### src/rtl/seven_seg_scanner_if.sv
`default_nettype none
// +--------------------------------------------------------------------+
// | seven_seg_scanner_if : display-side bus of the seven-segment scanner|
// | rev 1.0                                                             |
// +--------------------------------------------------------------------+
interface seven_seg_scanner_if;
  logic        enable;
  logic [15:0] value;
  logic [3:0]  dp_en;
  logic [3:0]  an;
  logic [6:0]  seg;
  logic        dp;
  logic [1:0]  digit_sel;
  logic        scan_tick;

  modport master (
    output enable, value, dp_en,
    input  an, seg, dp, digit_sel, scan_tick
  );

  modport slave (
    input  enable, value, dp_en,
    output an, seg, dp, digit_sel, scan_tick
  );
endinterface
`default_nettype wire

### src/rtl/seven_seg_scanner.sv
`default_nettype none
// +--------------------------------------------------------------------+
// | seven_seg_scanner : 4-digit common-anode hex scanner               |
// | rev 1.0                                                             |
// +--------------------------------------------------------------------+
module seven_seg_scanner #(
  parameter int SYNC_STAGES        = 2,
  parameter bit LEADING_ZERO_BLANK = 1'b1
) (
  input wire logic          clock,
  input wire logic          reset,
  input wire logic          div_clock,
  seven_seg_scanner_if.slave bus
);

  logic [SYNC_STAGES-1:0] sync_ff;
  logic                   prev_ff;
  logic                   tick_ff;
  logic [1:0]             sel_ff;
  logic [3:0]             an_ff;
  logic [6:0]             seg_ff;
  logic                   dp_ff;

  logic [3:0] nib_nz;
  logic [3:0] cur_nib;
  logic       lz_blank;
  logic       blank;
  logic [6:0] seg_dec;

  always_ff @(posedge clock) begin
    if (reset) begin
      sync_ff <= '0;
      prev_ff <= 1'b0;
      tick_ff <= 1'b0;
      sel_ff  <= 2'd0;
    end else begin
      sync_ff <= {sync_ff[SYNC_STAGES-2:0], div_clock};
      prev_ff <= sync_ff[SYNC_STAGES-1];
      tick_ff <= sync_ff[SYNC_STAGES-1] & ~prev_ff;
      if (tick_ff) begin
        sel_ff <= sel_ff + 2'd1;
      end
    end
  end

  generate
    for (genvar i = 0; i < 4; i++) begin : g_nib_nz
      assign nib_nz[i] = |bus.value[4*i +: 4];
    end
  endgenerate

  always_comb begin
    cur_nib  = bus.value[{sel_ff, 2'b00} +: 4];
    lz_blank = 1'b0;
    // Digit 0 is never zero-blanked, so a value of 0 still shows "0".
    case (sel_ff)
      2'd1:    lz_blank = ~|nib_nz[3:1];
      2'd2:    lz_blank = ~|nib_nz[3:2];
      2'd3:    lz_blank = ~nib_nz[3];
      default: lz_blank = 1'b0;
    endcase
    blank = ~bus.enable | (LEADING_ZERO_BLANK & lz_blank);
  end

  always_comb begin
    seg_dec = 7'b1111111;
    case (cur_nib)
      4'h0: seg_dec = 7'b1000000;
      4'h1: seg_dec = 7'b1111001;
      4'h2: seg_dec = 7'b0100100;
      4'h3: seg_dec = 7'b0110000;
      4'h4: seg_dec = 7'b0011001;
      4'h5: seg_dec = 7'b0010010;
      4'h6: seg_dec = 7'b0000010;
      4'h7: seg_dec = 7'b1111000;
      4'h8: seg_dec = 7'b0000000;
      4'h9: seg_dec = 7'b0010000;
      4'hA: seg_dec = 7'b0001000;
      4'hB: seg_dec = 7'b0000011;
      4'hC: seg_dec = 7'b1000110;
      4'hD: seg_dec = 7'b0100001;
      4'hE: seg_dec = 7'b0000110;
      4'hF: seg_dec = 7'b0001110;
      default: seg_dec = 7'b1111111;
    endcase
  end

  always_ff @(posedge clock) begin
    if (reset || blank) begin
      an_ff  <= 4'b1111;
      seg_ff <= 7'b1111111;
      dp_ff  <= 1'b1;
    end else begin
      an_ff  <= ~(4'b0001 << sel_ff);
      seg_ff <= seg_dec;
      dp_ff  <= ~bus.dp_en[sel_ff];
    end
  end

  assign bus.an        = an_ff;
  assign bus.seg       = seg_ff;
  assign bus.dp        = dp_ff;
  assign bus.digit_sel = sel_ff;
  assign bus.scan_tick = tick_ff;

endmodule
`default_nettype wire

### src/flat_wrapper.sv
// flat-port wrapper written by rule: the top's interface ports become plain ports
module seven_seg_scanner_flat 
#(
  parameter int SYNC_STAGES        = 2,
  parameter bit LEADING_ZERO_BLANK = 1'b1
)
  (clock, reset, div_clock, bus_enable, bus_value, bus_dp_en, bus_an, bus_seg, bus_dp, bus_digit_sel, bus_scan_tick);
  seven_seg_scanner_if bus_i ();
  input wire logic clock;
  input wire logic reset;
  input wire logic div_clock;
  input wire logic [$bits(bus_i.enable)-1:0] bus_enable;
  input wire logic [$bits(bus_i.value)-1:0] bus_value;
  input wire logic [$bits(bus_i.dp_en)-1:0] bus_dp_en;
  output wire logic [$bits(bus_i.an)-1:0] bus_an;
  output wire logic [$bits(bus_i.seg)-1:0] bus_seg;
  output wire logic [$bits(bus_i.dp)-1:0] bus_dp;
  output wire logic [$bits(bus_i.digit_sel)-1:0] bus_digit_sel;
  output wire logic [$bits(bus_i.scan_tick)-1:0] bus_scan_tick;
  assign bus_i.enable = bus_enable;
  assign bus_i.value = bus_value;
  assign bus_i.dp_en = bus_dp_en;
  assign bus_an = bus_i.an;
  assign bus_seg = bus_i.seg;
  assign bus_dp = bus_i.dp;
  assign bus_digit_sel = bus_i.digit_sel;
  assign bus_scan_tick = bus_i.scan_tick;
  seven_seg_scanner #(.SYNC_STAGES(SYNC_STAGES), .LEADING_ZERO_BLANK(LEADING_ZERO_BLANK)) u_core (.clock(clock), .reset(reset), .div_clock(div_clock), .bus(bus_i));
endmodule
### config.mk
export PLATFORM = sky130hd
export DESIGN_NAME = seven_seg_scanner_flat
export DESIGN_NICKNAME = d
export VERILOG_FILES = /design/src/rtl/seven_seg_scanner_if.sv /design/src/rtl/seven_seg_scanner.sv /design/src/flat_wrapper.sv
export SDC_FILE = /design/constraint.sdc
export NUM_CORES = 1
export LEC_CHECK = 0
export CORE_ASPECT_RATIO = 0.6
export CORE_MARGIN = 1.5
export CORE_UTILIZATION = 47
export DETAILED_ROUTE_END_ITERATION = 7
export PLACE_DENSITY = 0.83
export SLEW_MARGIN = 10
export SYNTH_ARGS = -nofsm -noshare
export SYNTH_HDL_FRONTEND = slang
export SYNTH_SLANG_ARGS = --single-unit
### constraint.sdc
create_clock -name clock -period 3.5 [get_ports clock]
set_clock_uncertainty 0.1 [all_clocks]
set_input_delay 0.7 -clock clock [delete_from_list [all_inputs] [get_ports clock]]
set_output_delay 0.7 -clock clock [all_outputs]
set_load 0.01 [all_outputs]
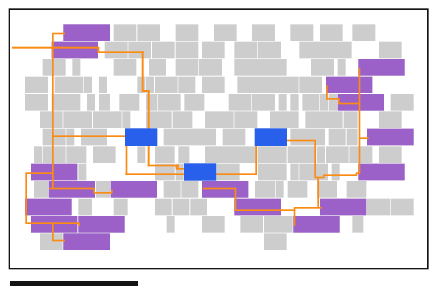
Run 1: clock distribution
The bar under the picture is 20 um long.
Key: blue = clock drivers [count 3]; purple = flip-flops [count 18]; orange = clock wires [length 230 um]
Position of the flops: widely spread. There are 4 routed clock nets.
Clk power: 140 uW
worst-skew pair later-pin latency: 0.25 ns
Clock power frac: 0.295

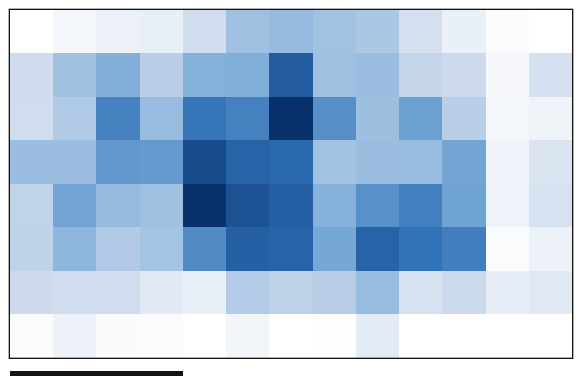
Run 1: wire density map
The bar under the picture is 20 um long. The die is cut into 13 by 8 equal tiles; white is low, dark blue is high, scaled to the fullest tile. Values are wire area over tile area, all layers added.
26% of the tiles are over half the peak. 8.7% of the tiles are nearly empty. The densest ninth of the die: middle. The fullest tile reaches 0.42. The mean over all tiles is 0.14.

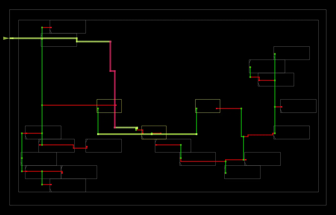
Run 1: the clock network
CLK BUF: 3
Num CTS Buffers: 3
Seq cells: 18

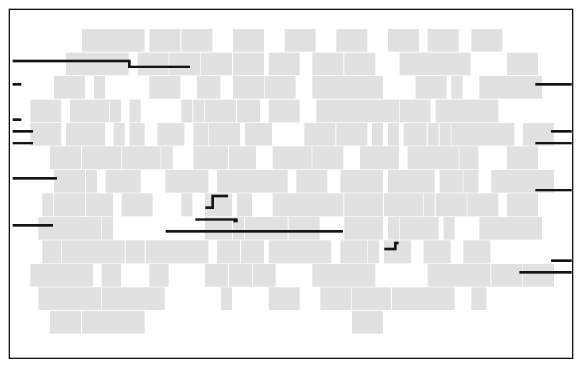
Run 1: metal 3
The wires run mostly horizontal. 16 nets have wire on it. The layer holds 3.6% of the routed length. The longest straight run is 20.2 um.
via count: 899
Routed WL: 2.43 mm
met3 GRT Util: 0.0534

==> out/results.tsv, run 1 <==
metric	value	unit
largest power group	sequential cells	
Post-DRT Antenna Nets	0	
Top Layout Cells	38 x clkdlybuf4s50_1, 18 x dfxtp_1, 11 x ha_1	
Hold-fix buffers, CTS	0	
initial DRC count	60	
flip-flops with a built-in enable	0	
die height	40.2	um
tool warnings	35	
combinational share of power	0.242	
Placement Setup Slack	0.686	ns
outcome	completed	
gr ovfl total	0	
P&R area growth vs syn	39.2	%
core area	2180	um^2
Synth cell types	34	
nets@finish	176	
PostCTS Resize Cnt	0	
comb area leader	multiplexers	
Post-DP Area	1470	um^2
MUX area fraction	0.215	
Cell Int Power	357	uW
ys cells	101	
CTS Root Cell	clkbuf_8	
register bit total from synthesis	18	
gr busiest metal	met2	
combinational logic power	115	uW
min cycle time layout	2.65	ns
first-pass GRT wire length	3.83	mm
largest net degree at the start of global routing	16	
CP required	3.56	ns
Slew headroom	0.481	
Slew @ Worst Pin	0.777	ns
leak pwr	0.000575	uW
XOR/XNOR Area Share	0.0242	
PnR worst setup slack	0.845	ns
met2 Use GR	0.338	
drt first pass iters	4	
Worst Path Arrival	2.72	ns
sw power	116	uW
Setup TNS Final	0	ns
CP Max Fanout	15	
Min-Delay Path Class	reg -> reg	
post-route cell area	1510	um^2
floorplan net count	136	
ys async rst share	0	
routed len/inst	14.4	um
pwr/cell area	313	nW/um^2
clk sink count	18	
H-tree levels	1	
Tcrit/Tclk final	0.758	
Floorplan Utilization	0.498	
fin. max-slew vios	0	
port buffer count	38	
Max VDD drop	0.193	mV
Adder Area Share	0.127	
Die Wd	65.1	um
WL met3	88	um
crit path kind	reg -> reg	
hold_ws	0.302	ns
Mapped Area	1090	um^2
cell count after synthesis	101	
AO/OA Area Share	0.108	
fmax	377	MHz
sequential power	219	uW
# Post-CTS Setup Buffers	0	
R2R cell count	6	
highest routed metal layer	met4	
RSZ-0062 raised after global routing	no	
most frequent logic cell in the layout	clkdlybuf4s50_1	
synthesized area per cell	10.8	um^2
==> run 1: path summary, 6_finish.rpt <==
check / from / end
max: u_core.bus.digit_sel[0]$_SDFFE_PP0P_ / u_core.bus.seg[0]$_SDFF_PP1_
max reg2reg: u_core.bus.digit_sel[0]$_SDFFE_PP0P_ / u_core.bus.seg[0]$_SDFF_PP1_
min: u_core.prev_ff$_SDFF_PP0_ / u_core.bus.scan_tick$_SDFF_PP0_
min reg2reg: u_core.prev_ff$_SDFF_PP0_ / u_core.bus.scan_tick$_SDFF_PP0_
==> run 1: worst max-delay path, stage by stage, from the launching register on <==
cell,delay (ns)
dfxtp_1,0.82
mux4_2,0.67
inv_1,0.14
ha_1,0.29
nor2_1,0.06
a22o_1,0.24
o31ai_1,0.23
==> run 1: cell type report <==
cell class | instances | area (um^2)
inverter | 7 | 26.3
multi-input combinational | 72 | 658
fill | 174 | 668
tap | 30 | 37.5
sequential | 18 | 360
timing repair buffer | 39 | 388
clock buffer | 3 | 41.3
==> run 1: sequential cells by signal (all words and copies together), names as in the netlist <==
name	cells
u_core.bus.an	4
u_core.prev_ff	1
u_core.sync_ff	2
u_core.bus.seg	7
u_core.bus.dp	1
u_core.bus.digit_sel	2
u_core.bus.scan_tick	1
==> run 1: through the flow <==
stage	total power [uW]	cells
global placement	334	166
CTS	477	169
finish	473	169
detailed placement	338	166
floorplan	285	101
global route	498	169
==> run 1: cell usage after synthesis, drive strengths merged, types with 3 or more instances <==
master	instances	area, um^2
buf	3	27.5
mux2	3	37.5
xnor2	3	26.3
dfxtp	18	360
inv	7	26.3
nor2	7	26.3
mux4	4	93.8
nand2	8	30.0
nor2b	4	25.0
o311ai	3	33.8
mux2i	9	103
ha	11	138
Run 1, metal layers overlaid:
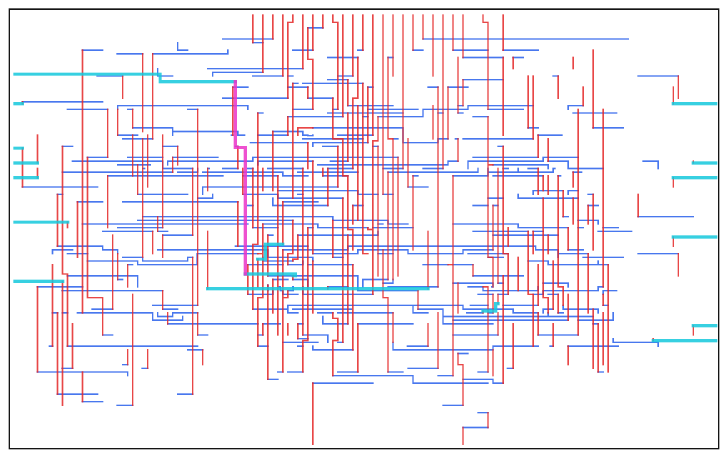

## Run 2: what changed since run 1
Settings changed: CORE_UTILIZATION 47 to 40, PLACE_DENSITY 0.83 to 0.76.
Clock period 3.5 ns to 2.15 ns, I/O delays scaled along.
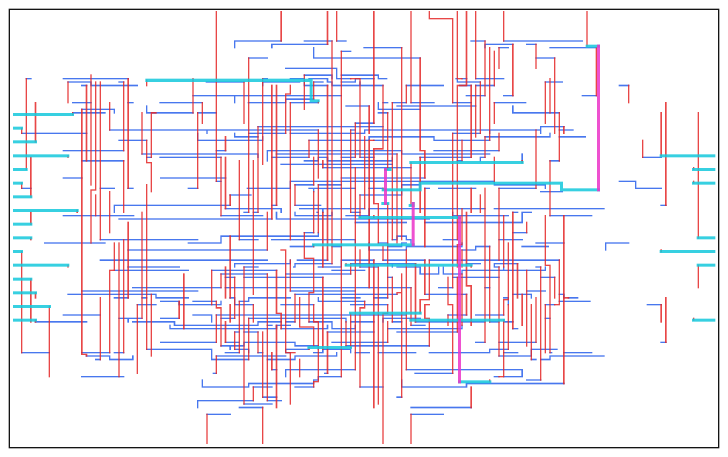
Run 2: metal layers overlaid
Key: blue = metal 1 [wire length 1350 um]; red = metal 2 [wire length 1400 um]; cyan = metal 3 [wire length 172 um]; magenta = metal 4 [wire length 38.1 um]

==> out/results.tsv, run 2 <==
metric	value	unit
most frequent logic cell in the layout	clkdlybuf4s50_1	
leak pwr	0.000684	uW
Min-Delay Path Class	reg -> reg	
register bit total from synthesis	18	
Synth cell types	34	
P&R area growth vs syn	57.8	%
min cycle time layout	2.12	ns
Die Wd	70.3	um
ys async rst share	0	
Largest register FFs	7	
most common cell in the netlist	dfxtp_1	
combinational logic power	235	uW
slowest stage delay, CP	0.53	ns
largest power group	sequential cells	
met2 Use GR	0.347	
Mapped Area	1090	um^2
non-clk buf share	0.315	
Sequential cell area	365	um^2
CTS Root Cell	clkbuf_8	
sw power	210	uW
Clock power frac	0.280	
fin. max-slew vios	0	
port buffer count	38	
Cell Int Power	610	uW
initial DRC count	27	
flip-flops with a built-in enable	0	
nets@finish	195	
core area	2540	um^2
cell count after synthesis	101	
CP Max Fanout	5	
crit path kind	in -> reg	
fraction of area in multi-input gates	0.408	
critical path depth in cells	7	
Max VDD drop	0.182	mV
Seq cells	18	
Comb gates	72	
worst setup path start	bus_value[9]	
commonest cells in the netlist	18 x dfxtp_1, 11 x ha_1, 8 x mux2i_1, 8 x nand2_1	
Layout clock area frac	0.0241	
R2R cell count	7	
Tcrit/Tclk final	0.987	
Top Layout Cells	36 x clkdlybuf4s50_1, 19 x buf_4, 16 x dfxtp_1	
CP required	2.19	ns
met3 GRT Util	0.0512	
outcome	completed	
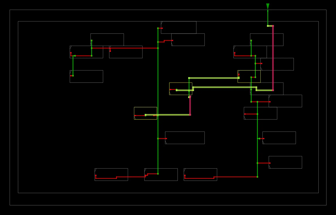
Run 2: the clock network
clk sink count: 18
Clk power: 230 uW

## run 2: netlist changes by cell type in the layout (fill, tap and decap cells not counted), moves of 2 or more
cell / before / now
inv_1: 7 / 5
ha_4: 0 / 2
buf_4: 1 / 19
ha_1: 11 / 8
dlymetal6s2s_1: 0 / 2
dfxtp_1: 18 / 16
clkdlybuf4s50_1: 38 / 36
## run 2: worst min-delay path by stage
| stage | to | slack (ns) |
|---|---|---|
| 5_1_grt | u_core.bus.scan_tick$_SDFF_PP0_ | 0.31 |
| 3_3_place_gp | u_core.bus.scan_tick$_SDFF_PP0_ | 0.27 |
| 6_report | u_core.bus.scan_tick$_SDFF_PP0_ | 0.29 |
| 3_5_place_dp | u_core.bus.scan_tick$_SDFF_PP0_ | 0.28 |
| 4_1_cts | u_core.bus.scan_tick$_SDFF_PP0_ | 0.29 |
| 2_1_floorplan | u_core.bus.scan_tick$_SDFF_PP0_ | 0.27 |
## run 2: stage by stage
| stage | area (um^2) | TNS [ns] | hold slack [ns] | cells | total power (uW) |
|---|---|---|---|---|---|
| after global placement | 1600 | -1.21 | 0.272 | 185 | 568 |
| final | 1710 | 0 | 0.292 | 190 | 819 |
| after CTS | 1660 | 0 | 0.286 | 189 | 813 |
| after global routing | 1710 | -0.00800 | 0.311 | 190 | 871 |
| after floorplan | 1090 | 0 | 0.267 | 101 | 465 |
| after detailed placement | 1600 | -1.84 | 0.277 | 185 | 576 |
## run 2: cells by family (layout without fill, tap and decap cells)
logic type / after synthesis / after routing / synth area share
AND-OR/OR-AND: 14 / 14 / 0.108
XOR/XNOR: 3 / 3 / 0.0242
adder cells (fa/ha/maj): 11 / 11 / 0.127
buffers and inverters: 11 / 68 / 0.0622
flip-flops: 18 / 18 / 0.332
multiplexers: 16 / 16 / 0.215
AND/OR/NAND/NOR: 28 / 28 / 0.131
No activity file was given, so power comes from the tool's default toggle rates.
